Fig. 1: clock routing
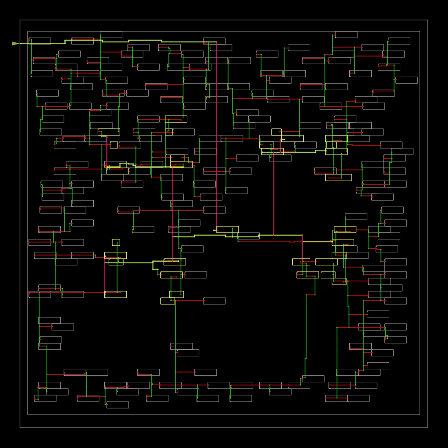
Fig. 2: clock distribution
The bar under the picture is 50 um long.
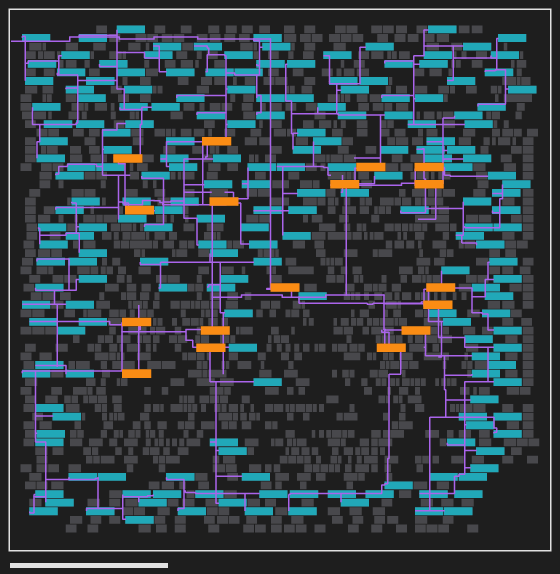
Fig. 3: cells by drive strength
The bar under the picture is 50 um long.
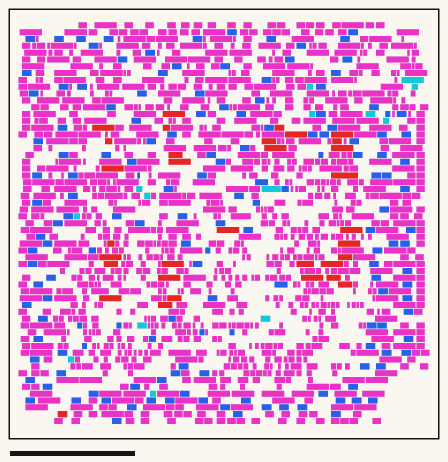
Fig. 4: M4 wires
Supply wires on this layer in grey.
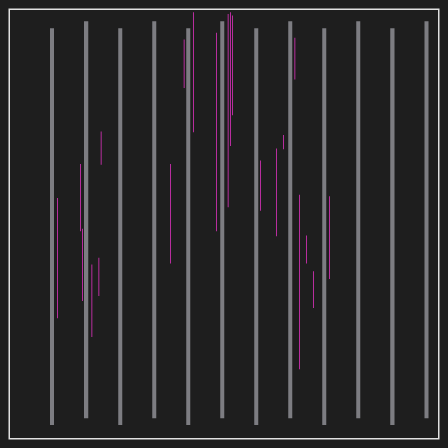
Fig. 5: sequential cells coloured by netlist name
Other sequential cells in the stronger grey, the rest of the logic in the fainter grey.
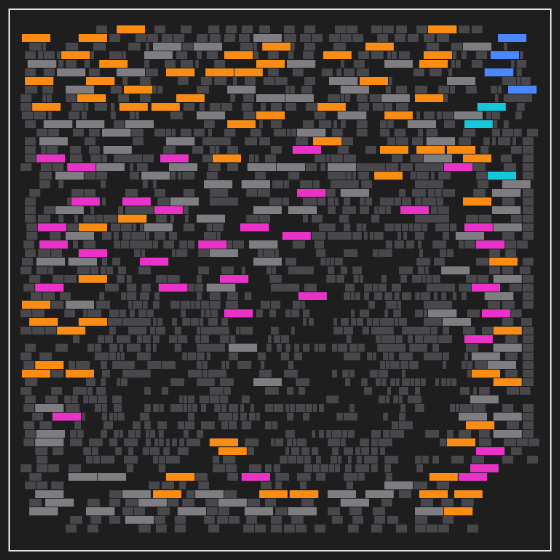
`src/rtl/mul_issue_ctrl_pkg.sv`:
```
// Shared definitions for the HI/LO multiply issue controller: operation
// encodings, FSM states and the default busy-rise timeout.
package mul_issue_ctrl_pkg;

    typedef enum logic [1:0] {
        OP_MULT  = 2'b00,
        OP_MULTU = 2'b01,
        OP_MTHI  = 2'b10,
        OP_MTLO  = 2'b11
    } op_e;

    typedef enum logic [2:0] {
        ST_IDLE,
        ST_LAUNCH,
        ST_WAIT_HI,
        ST_WAIT_LO,
        ST_WRITE
    } state_e;

    localparam int WAIT_MAX_DEFAULT = 8;

endpackage

```
`src/rtl/mul_sign_fix.sv`:
```
// Turns the signed 32x32 product from the shared multiplier into the unsigned
// product when requested; only the upper word needs correcting.
module mul_sign_fix (
    input  logic [63:0] prod,
    input  logic [31:0] a,
    input  logic [31:0] b,
    input  logic        is_unsigned,
    output logic [63:0] fixed
);

    logic [31:0] corr;

    // Reinterpreting a negative operand as unsigned adds the other operand * 2^32
    always_comb begin
        corr = 32'd0;
        if (is_unsigned) begin
            corr = (a[31] ? b : 32'd0) + (b[31] ? a : 32'd0);
        end
        fixed = {prod[63:32] + corr, prod[31:0]};
    end

endmodule

```
`src/rtl/mul_issue_ctrl.sv`:
```
// HI/LO issue controller: handles MTHI/MTLO directly and sequences MULT/MULTU
// through an external signed multiplier via a start/busy handshake.
module mul_issue_ctrl
    import mul_issue_ctrl_pkg::*;
#(
    parameter int WAIT_MAX = WAIT_MAX_DEFAULT
) (
    input  logic        clk,
    input  logic        rst,
    input  logic        req_valid,
    input  logic [1:0]  req_op,
    input  logic [31:0] req_a,
    input  logic [31:0] req_b,
    output logic        req_ready,
    output logic        mul_start,
    output logic [31:0] mul_x,
    output logic [31:0] mul_y,
    input  logic [63:0] mul_z,
    input  logic        mul_busy,
    output logic [31:0] hi,
    output logic [31:0] lo,
    output logic        res_valid,
    output logic        stall
);

    localparam int CW = $clog2(WAIT_MAX + 1);

    state_e         state_reg, state_next;
    logic [31:0]    a_reg, b_reg;
    logic           uns_reg;
    logic [63:0]    prod_reg;
    logic [31:0]    hi_reg, lo_reg;
    logic [CW-1:0]  cnt_reg;
    logic [63:0]    fixed;
    logic           xfer;

    mul_sign_fix u_sign_fix (
        .prod        (prod_reg),
        .a           (a_reg),
        .b           (b_reg),
        .is_unsigned (uns_reg),
        .fixed       (fixed)
    );

    assign xfer  = req_valid && (state_reg == ST_IDLE);
    assign mul_x = a_reg;
    assign mul_y = b_reg;
    assign hi    = hi_reg;
    assign lo    = lo_reg;

    always_ff @(posedge clk or posedge rst) begin
        if (rst) begin
            state_reg <= ST_IDLE;
            a_reg     <= 32'd0;
            b_reg     <= 32'd0;
            uns_reg   <= 1'b0;
            prod_reg  <= 64'd0;
            hi_reg    <= 32'd0;
            lo_reg    <= 32'd0;
            cnt_reg   <= '0;
        end else begin
            state_reg <= state_next;
            if (xfer) begin
                case (req_op)
                    OP_MTHI: hi_reg <= req_a;
                    OP_MTLO: lo_reg <= req_a;
                    default: begin
                        a_reg   <= req_a;
                        b_reg   <= req_b;
                        uns_reg <= (req_op == OP_MULTU);
                    end
                endcase
            end
            // Counts cycles spent waiting for the multiplier to acknowledge
            if (state_reg == ST_WAIT_HI) begin
                cnt_reg <= cnt_reg + 1'b1;
            end else begin
                cnt_reg <= '0;
            end
            if (state_reg == ST_WAIT_LO && !mul_busy) begin
                prod_reg <= mul_z;
            end
            if (state_reg == ST_WRITE) begin
                hi_reg <= fixed[63:32];
                lo_reg <= fixed[31:0];
            end
        end
    end

    always_comb begin
        state_next = state_reg;
        req_ready  = 1'b0;
        mul_start  = 1'b0;
        res_valid  = 1'b0;
        stall      = 1'b1;
        case (state_reg)
            ST_IDLE: begin
                req_ready = 1'b1;
                stall     = 1'b0;
                if (req_valid && !req_op[1]) begin
                    state_next = ST_LAUNCH;
                end
            end
            ST_LAUNCH: begin
                mul_start  = 1'b1;
                state_next = ST_WAIT_HI;
            end
            ST_WAIT_HI: begin
                if (mul_busy) begin
                    state_next = ST_WAIT_LO;
                end else if (cnt_reg == CW'(WAIT_MAX - 1)) begin
                    state_next = ST_IDLE;
                end
            end
            ST_WAIT_LO: begin
                if (!mul_busy) begin
                    state_next = ST_WRITE;
                end
            end
            ST_WRITE: begin
                res_valid  = 1'b1;
                state_next = ST_IDLE;
            end
            default: begin
                state_next = ST_IDLE;
            end
        endcase
    end

endmodule

```
`config.mk`:
```
export PLATFORM = sky130hd
export DESIGN_NAME = mul_issue_ctrl
export DESIGN_NICKNAME = d
export VERILOG_FILES = /design/src/rtl/mul_issue_ctrl_pkg.sv /design/src/rtl/mul_sign_fix.sv /design/src/rtl/mul_issue_ctrl.sv
export SDC_FILE = /design/constraint.sdc
export NUM_CORES = 1
export LEC_CHECK = 0
export ABC_CLOCK_PERIOD_IN_PS = 11000
export CELL_PAD_IN_SITES_DETAIL_PLACEMENT = 0
export CELL_PAD_IN_SITES_GLOBAL_PLACEMENT = 1
export CORE_MARGIN = 3
export CORE_UTILIZATION = 43
export CTS_CLUSTER_SIZE = 30
export DETAILED_ROUTE_END_ITERATION = 7
export PLACE_DENSITY_LB_ADDON = 0.1
export SLEW_MARGIN = 20
export SYNTH_ARGS = -nofsm -noshare
export SYNTH_HDL_FRONTEND = slang
export SYNTH_SLANG_ARGS = --single-unit
```
`constraint.sdc`:
```
create_clock -name clk -period 11 [get_ports clk]
set_input_delay 2.2 -clock clk [delete_from_list [all_inputs] [get_ports clk]]
set_output_delay 2.2 -clock clk [all_outputs]
set_load 0.03 [all_outputs]
```
==> flow_metrics.py <==
# Metrics from the implementation run
metrics = {
    "die": {
        "fp.dieH_um": 171,
        "nWellTaps": 335,
        "die_w_um": 171,
    },
    "place": {
        "place_inst": 1669,
        "hpwlAfterDp_um": 26100,
    },
    "critical_path": {
        "timing.rr.end": "hi[31]",
        "start_kind": "register",
        "crit_path_max_incr_delay_ns": 0.43,
        "reg2reg_from": "mul_y[31]",
    },
    "power_and_ir_drop": {
        "ir_drop_mv": 0.175,
        "comb_power_share": 0.598,
        "p_comb_mw": 3.10,
        "top_power_group": "combinational logic",
        "p_clk_frac": 0.134,
        "p_leak_nw": 6.89,
    },
    "logic_synthesis": {
        "edf_count": 0,
        "yosys-stat-area_sq_mm": 0.0117,
        "post-synth-top-count-cell": "dfrtp_1",
        "top_area_frac": 0.429,
        "async_flop_share": 1.00,
        "syn_avg_cell_area_sq_um": 10.5,
    },
    "route": {
        "finalWirelength_um": 35000,
        "drt-vias-per-instance": 5.47,
        "drc": 0,
    },
    "clock_network": {
        "clock_path_buffers": 2,
        "cts_root_buf": "clkbuf_16",
        "cts_tree": "built",
    },
    "timing": {
        "setup_slack_ns": 5.23,
        "worst_pin_slew_ns": 1.00,
        "hold_viol_final": 0,
        "setup_tns_ns": 0,
        "slew_headroom": 0.331,
        "hold_ws_ns": 0.474,
        "min_period_over_period": 0.524,
    },
    "global_route": {
        "grt_pass1_wl_um": 53700,
    },
    "status": {
        "status": "complete, no violations",
    },
    "worst_hold_path": {
        "whs_endpoint": "cnt_reg[0]",
    },
    "cells_and_area": {
        "seq_area_sq_mm": 0.00500,
        "largest_class": "multi-input combinational cells",
    },
}
-- Fig. 1 (at the start) --
clock buf count: 17
Insertion Delay late pin: 0.45 ns
CTS Buf Count: 17
Clock Skews: 0.0199 ns
registers: 200

-- Fig. 2 (at the start) --
Orange is clock drivers, count 17. Purple is clock wires, length 2680 um. Cyan is flip-flops, count 200.
Position of the flops: widely spread. There are 18 routed clock nets.

-- Fig. 3 (at the start) --
Red is _6 and larger, cells 33, share 2.4%. Blue is _2 cells, cells 155, share 11%. Cyan is _3 and _4 cells, cells 14, share 1.0%. Magenta is _0 and _1 cells, cells 1164, share 85%.

-- Fig. 4 (at the start) --
The wires run mostly vertical. The layer carries 717 um of wire. 16 nets have wire on it.

-- Fig. 5 (at the start) --
Blue is `cnt_reg`, placed flops 4, where upper right. Cyan is `state_reg`, placed flops 3. Orange is `prod_reg`, placed flops 64, where widely spread. Magenta is `mul_x`, placed flops 32.

[kinds of logic (layout without fill, tap and decap cells)]
family / Yosys count / in the layout / share of synthesized area
AOI/OAI and AO/OA: 240 / 240 / 0.127
xor gates and xnor gates: 44 / 44 / 0.0342
adders and majority gates: 65 / 65 / 0.0710
buffers and inverters: 72 / 328 / 0.0250
DFF: 200 / 200 / 0.429
muxes: 192 / 192 / 0.180
and+or+nand+nor: 297 / 297 / 0.134
[routing by layer]
metal / part of all wire / track usage / vias to the layer above
li1: - / - / 4478
met1: 0.43 / 0.301 / 4540
met2: 0.50 / 0.414 / 237
met3: 0.057 / 0.0557 / 45
met4: 0.020 / 0.0621 / 0
met5: 0 / 0 / -
